**config.mk**
```make
export PLATFORM = sky130hd
export DESIGN_NAME = gtech_nand8_match_qual_flat
export DESIGN_NICKNAME = d
export VERILOG_FILES = /design/src/rtl/gtech_nand8_match_qual_if.sv /design/src/rtl/gtech_nand8_match_qual.sv /design/src/flat_wrapper.sv
export SDC_FILE = /design/constraint.sdc
export NUM_CORES = 1
export LEC_CHECK = 0
export ABC_AREA = 1
export CAP_MARGIN = 0
export CORE_AREA = 2 2 48 50
export DETAILED_ROUTE_END_ITERATION = 10
export DIE_AREA = 0 0 50 52
export PLACE_DENSITY = 0.68
export SYNTH_ARGS = -nofsm -noshare
export SYNTH_HDL_FRONTEND = slang
export SYNTH_SLANG_ARGS = --single-unit
```
**constraint.sdc**
```tcl
create_clock -name CP -period 3.2 [get_ports CP]
set_input_delay 0.8 -clock CP [delete_from_list [all_inputs] [get_ports CP]]
set_output_delay 0.8 -clock CP [all_outputs]
set_load 0.01 [all_outputs]
```
**src/rtl/gtech_nand8_match_qual_if.sv**
```systemverilog
// Handshake bundle between the NAND8 match qualifier and its user:
// qualifier controls in, qualified status out.
interface gtech_nand8_match_qual_if #(
    parameter int CNT_W = 8
);
    logic             EN;
    logic             ZN;
    logic             CLR_CNT;
    logic             MATCH;
    logic             RISE;
    logic [CNT_W-1:0] CNT;
    logic             OVF;

    modport master (
        output EN, ZN, CLR_CNT,
        input  MATCH, RISE, CNT, OVF
    );

    modport slave (
        input  EN, ZN, CLR_CNT,
        output MATCH, RISE, CNT, OVF
    );
endinterface

```
**src/rtl/gtech_nand8_match_qual.sv**
```systemverilog
// Debounced qualifier for the active-low output of an 8-input NAND: symmetric
// STABLE_CYCLES assert/release filter, one-cycle RISE pulse, saturating event count.
module gtech_nand8_match_qual #(
    parameter int STABLE_CYCLES = 4,
    parameter int CNT_W         = 8
) (
    input  logic                           CP,
    input  logic                           RST,
    gtech_nand8_match_qual_if.slave        bus
);
    localparam int SW = $clog2(STABLE_CYCLES + 1);
    localparam logic [SW-1:0] STAB_LAST = SW'(STABLE_CYCLES - 1);
    localparam logic [SW-1:0] STAB_ONE  = SW'(1);

    localparam logic [1:0] S_IDLE    = 2'd0;
    localparam logic [1:0] S_ARM     = 2'd1;
    localparam logic [1:0] S_MATCHED = 2'd2;
    localparam logic [1:0] S_RELEASE = 2'd3;

    logic             hit_q;
    logic [1:0]       state_q, state_d;
    logic [SW-1:0]    stab_q, stab_d;
    logic             match_q, match_d;
    logic             rise_q, rise_d;
    logic [CNT_W-1:0] cnt_q, cnt_d;
    logic             ovf_q, ovf_d;

    always_comb begin
        // NOTE: every next-state signal gets a default first so no path leaves it unassigned (no latch).
        state_d = state_q;
        stab_d  = stab_q;
        if (!bus.EN) begin
            state_d = S_IDLE;
            stab_d  = '0;
        end else begin
            case (state_q)
                S_IDLE: begin
                    if (hit_q) begin
                        if (STABLE_CYCLES == 1) begin
                            state_d = S_MATCHED;
                            stab_d  = '0;
                        end else begin
                            state_d = S_ARM;
                            stab_d  = STAB_ONE;
                        end
                    end
                end
                S_ARM: begin
                    if (!hit_q) begin
                        state_d = S_IDLE;
                        stab_d  = '0;
                    end else if (stab_q == STAB_LAST) begin
                        state_d = S_MATCHED;
                        stab_d  = '0;
                    end else begin
                        stab_d  = stab_q + STAB_ONE;
                    end
                end
                S_MATCHED: begin
                    if (!hit_q) begin
                        if (STABLE_CYCLES == 1) begin
                            state_d = S_IDLE;
                            stab_d  = '0;
                        end else begin
                            state_d = S_RELEASE;
                            stab_d  = STAB_ONE;
                        end
                    end
                end
                S_RELEASE: begin
                    // A returning hit re-enters MATCHED without a new RISE.
                    if (hit_q) begin
                        state_d = S_MATCHED;
                        stab_d  = '0;
                    end else if (stab_q == STAB_LAST) begin
                        state_d = S_IDLE;
                        stab_d  = '0;
                    end else begin
                        stab_d  = stab_q + STAB_ONE;
                    end
                end
                default: begin
                    state_d = S_IDLE;
                    stab_d  = '0;
                end
            endcase
        end
    end

    // Outputs are decoded from the next state so they register with it.
    always_comb begin
        match_d = (state_d == S_MATCHED) || (state_d == S_RELEASE);
        rise_d  = (state_d == S_MATCHED) &&
                  ((state_q == S_IDLE) || (state_q == S_ARM));
    end

    // Clear first, then count, so a coincident clear and RISE leaves CNT=1.
    always_comb begin
        cnt_d = cnt_q;
        ovf_d = ovf_q;
        if (bus.CLR_CNT) begin
            cnt_d = '0;
            ovf_d = 1'b0;
        end
        if (rise_d) begin
            if (&cnt_d) begin
                ovf_d = 1'b1;
            end else begin
                cnt_d = cnt_d + CNT_W'(1);
            end
        end
    end

    always_ff @(posedge CP) begin
        if (RST) begin
            hit_q   <= 1'b0;
            state_q <= S_IDLE;
            stab_q  <= '0;
            match_q <= 1'b0;
            rise_q  <= 1'b0;
            cnt_q   <= '0;
            ovf_q   <= 1'b0;
        end else begin
            hit_q   <= ~bus.ZN;
            state_q <= state_d;
            stab_q  <= stab_d;
            match_q <= match_d;
            rise_q  <= rise_d;
            cnt_q   <= cnt_d;
            ovf_q   <= ovf_d;
        end
    end

    assign bus.MATCH = match_q;
    assign bus.RISE  = rise_q;
    assign bus.CNT   = cnt_q;
    assign bus.OVF   = ovf_q;
endmodule

```
**src/flat_wrapper.sv**
```systemverilog
// flat-port wrapper written by rule: the top's interface ports become plain ports
module gtech_nand8_match_qual_flat 
#(
    parameter int STABLE_CYCLES = 4,
    parameter int CNT_W         = 8
)
  (CP, RST, bus_EN, bus_ZN, bus_CLR_CNT, bus_MATCH, bus_RISE, bus_CNT, bus_OVF);
  gtech_nand8_match_qual_if #(.CNT_W(CNT_W)) bus_i ();
  input  logic CP;
  input  logic RST;
  input wire logic [$bits(bus_i.EN)-1:0] bus_EN;
  input wire logic [$bits(bus_i.ZN)-1:0] bus_ZN;
  input wire logic [$bits(bus_i.CLR_CNT)-1:0] bus_CLR_CNT;
  output wire logic [$bits(bus_i.MATCH)-1:0] bus_MATCH;
  output wire logic [$bits(bus_i.RISE)-1:0] bus_RISE;
  output wire logic [$bits(bus_i.CNT)-1:0] bus_CNT;
  output wire logic [$bits(bus_i.OVF)-1:0] bus_OVF;
  assign bus_i.EN = bus_EN;
  assign bus_i.ZN = bus_ZN;
  assign bus_i.CLR_CNT = bus_CLR_CNT;
  assign bus_MATCH = bus_i.MATCH;
  assign bus_RISE = bus_i.RISE;
  assign bus_CNT = bus_i.CNT;
  assign bus_OVF = bus_i.OVF;
  gtech_nand8_match_qual #(.STABLE_CYCLES(STABLE_CYCLES), .CNT_W(CNT_W)) u_core (.CP(CP), .RST(RST), .bus(bus_i));
endmodule
```
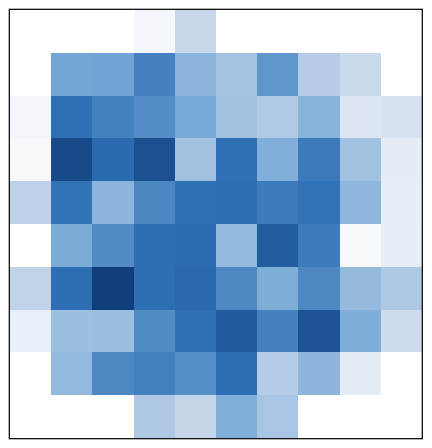
Run 1: local utilization
The die is cut into 10 by 10 equal tiles; white is low, dark blue is high, 0 to 100% covered.
tiles over 75% full	9.0%
densest ninth of the die	middle
fullest tile	94%
nearly empty tiles	19%
emptiest ninth of the die	top right
core utilization before placement: 41.8%
share of the core filled with cells in the final layout: 51.3%

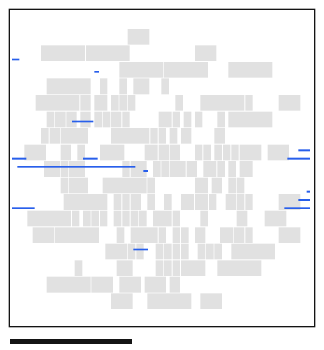
Run 1: the metal 3 layer
Bar = 20 um.
nets with wire on the layer	11
wire length on this layer	44.2 um
share of all routed wire	2.7%
total via count after detailed routing: 797
total wire length after detailed routing: 1.65 mm
GR Layer Usage met3: 2.87%

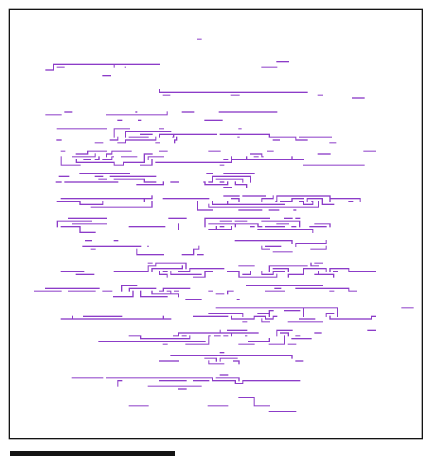
Run 1: met1 routing
Bar = 20 um.
longest straight run	17.9 um
nets with wire on the layer	139
share of all routed wire	48%
main direction	horizontal
GRT met1 Usage: 18.9%

==> datasheet_impl.txt, run 1 <==
Physical design parameters

Parameter                              Value

Run status
  Status    finished, final reports clean

Global route
  Most Used Layer, Global Route    met2
  GRT met2 Usage    25.0%
  Initial antenna violation count    0

Finish
  Area of combinational cells with multiple inputs    439 um^2
  Sequential cell area    340 um^2
  Layout buffer count excluding clock buffers    15
  Number of flip-flops in the largest register    8
  Clk_buf instances    4

Logic synthesis
  Flip-flops with a built-in enable    0
  Top cells by area    sky130_fd_sc_hd__dfxtp_1 (39%), sky130_fd_sc_hd__nand2_1 (13%), sky130_fd_sc_hd__inv_1 (9.4%), sky130_fd_sc_hd__nor2_1 (6.8%), sky130_fd_sc_hd__nand3_1 (5.7%)
  Summed standard-cell area reported by yosys    881 um^2
  Count of different cell masters after synthesis    21
  Largest family of logic cells by area    simple AND/OR/NAND/NOR gates
  Synth warnings    0
  # Cells Yosys    127
  Area fraction in full adders, half adders and majority gates    roughly 2.8%
  Biggest area consumer among synthesized cells    sky130_fd_sc_hd__dfxtp_1
  Area fraction in mux cells    0%

Pwr
  Power consumed by combinational cells    16.3 uW
  Power in the clock group    around 110 uW
  Areal power density over the cells    ~320 mW/mm^2
  Top power consumer group    registers
  Internal Dissipation    268 uW
  Post-layout total power    341 uW

Drt
  Number of detailed-routing iterations run before antenna repair    4
  Mean number of vias per cell    around 4.6
  Highest routed layer    met4

Floorplan
  Total Die Area    0.00260 mm^2
  Cell row count    17
  Tap cell instance count    28

STA
  Time the worst path needs with I/O delays and setup    2.21 ns
  RSZ-0062 raised after global routing    no
  Count of endpoints failing setup in the final report    0
  Transition time of the tightest slew-check pin    0.333 ns

Setup path
  Required time of the critical path    3.43 ns
  FF-to-FF End    u_core.bus.CNT[0]$_SDFF_PP0_
  Maximum fanout count along the critical path    6
  Termination of the worst setup path    u_core.bus.CNT[0]$_SDFF_PP0_

Place
  Post-placement worst setup slack    0.688 ns
  Cells after DPL    169

Hold path
  Worst Hold Depth    2
  Hold EP    u_core.stab_q[2]$_SDFFE_PP0P_

Clock tree
  Clock transition time at the flip-flop clock pins of the worst setup and hold paths    about 0.09 ns
  Clock latency at the later pin of the worst-skew pair    0.29 ns

Run
  Max capacitance violation total    0
Run 1, congestion heat map:
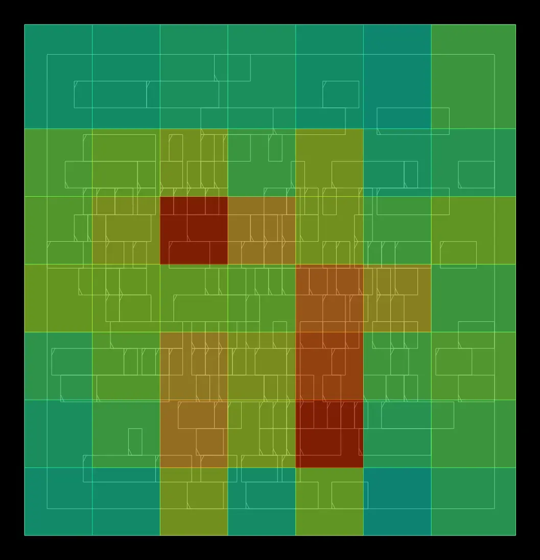

==> run 1 -> run 2 <==
==> constraint.sdc (replaced) <==
create_clock -name CP -period 2.2 [get_ports CP]
set_input_delay 0.55 -clock CP [delete_from_list [all_inputs] [get_ports CP]]
set_output_delay 0.55 -clock CP [all_outputs]
set_load 0.01 [all_outputs]
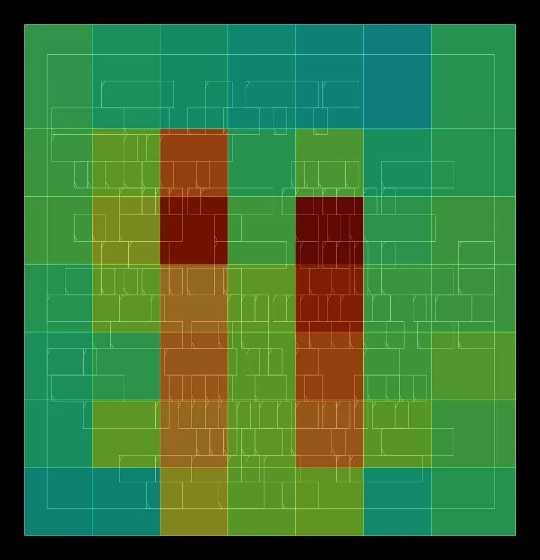
Run 2: congestion heat map
GR Layer Usage met3: 1.72%
mean routed wirelength per cell: 9.86 um
share of the core filled with cells in the final layout: 52.4%

==> run 2 against run 1 <==
Sequential share of layout area decreased by 0.64 points. Synthesized cell count unchanged. Largest cell class unchanged. Setup slack got worse by 0.67 ns. Count of clock-buffer cells in the layout unchanged.
==> datasheet_impl.txt, run 2 <==
Physical design parameters

Parameter                              Value

Drt
  Mean number of vias per cell    4.75 (+3.1%)
  Highest routed layer    met4
  Total via count after detailed routing    836 (+4.9%)
  Number of detailed-routing iterations run before antenna repair    4 (unchanged)

Logic synthesis
  Area fraction in full adders, half adders and majority gates    2.84% (unchanged)
  Biggest area consumer among synthesized cells    sky130_fd_sc_hd__dfxtp_1
  Synth warnings    0 (unchanged)
  Top cells by area    sky130_fd_sc_hd__dfxtp_1 (39%), sky130_fd_sc_hd__nand2_1 (13%), sky130_fd_sc_hd__inv_1 (9.4%), sky130_fd_sc_hd__nor2_1 (6.8%), sky130_fd_sc_hd__nand3_1 (5.7%)
  Area fraction in mux cells    0% (unchanged)
  Flip-flops with a built-in enable    0 (unchanged)
  Largest family of logic cells by area    simple AND/OR/NAND/NOR gates
  Summed standard-cell area reported by yosys    881 um^2 (unchanged)

Pwr
  Top power consumer group    registers
  Power consumed by combinational cells    27.3 uW (+67%)
  Power in the clock group    168 uW (+51%)
  Post-layout total power    507 uW (+49%)
  Internal Dissipation    392 uW (+46%)
  Areal power density over the cells    460 mW/mm^2 (+46%)

Floorplan
  Total Die Area    0.00260 mm^2 (unchanged)
  Cell row count    17 (unchanged)
  Core utilization before placement    41.8% (unchanged)
  Tap cell instance count    28 (unchanged)

Run status
  Status    finished, final reports clean

Finish
  Sequential cell area    340 um^2 (unchanged)
  Clk_buf instances    4 (unchanged)
  Layout buffer count excluding clock buffers    18 (+3)

Clock tree
  Clock latency at the later pin of the worst-skew pair    0.29 ns (about the same)
  Clock transition time at the flip-flop clock pins of the worst setup and hold paths    0.11 ns (+0.02 ns)

Global route
  Initial antenna violation count    0 (unchanged)
  GRT met2 Usage    28.7% (+3.7 points)
  Most Used Layer, Global Route    met2

STA
  RSZ-0062 raised after global routing    no
  Time the worst path needs with I/O delays and setup    approximately 1.9 ns
  Transition time of the tightest slew-check pin    0.345 ns (+0.0127 ns)
  Count of endpoints failing setup in the final report    0 (unchanged)

Hold path
  Hold EP    u_core.stab_q[2]$_SDFFE_PP0P_
  Worst Hold Depth    2 (unchanged)

Place
  Cells after DPL    172 (+1.8%)
  Post-placement worst setup slack    0.0264 ns (-0.662 ns)

Setup path
  Maximum fanout count along the critical path    5 (-1)
  Termination of the worst setup path    u_core.bus.CNT[1]$_SDFF_PP0_
  Required time of the critical path    2.39 ns (-1.04 ns)
  FF-to-FF End    u_core.bus.CNT[1]$_SDFF_PP0_

Run
  Max capacitance violation total    0 (unchanged)
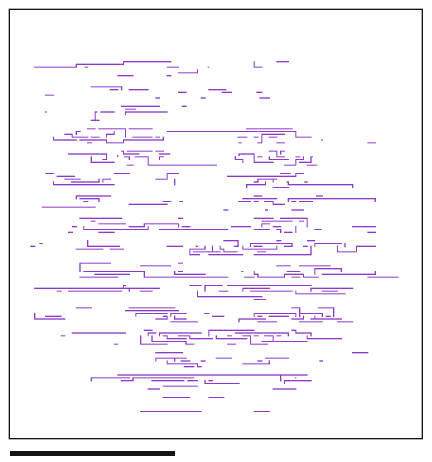
Run 2: met1 routing
Bar = 20 um.
wire length on this layer	775 um
longest straight run	23.0 um
main direction	horizontal
share of all routed wire	45%
GRT met1 Usage: 16.1%
total wire length after detailed routing: 1.74 mm

Power and IR drop assume default switching activity.
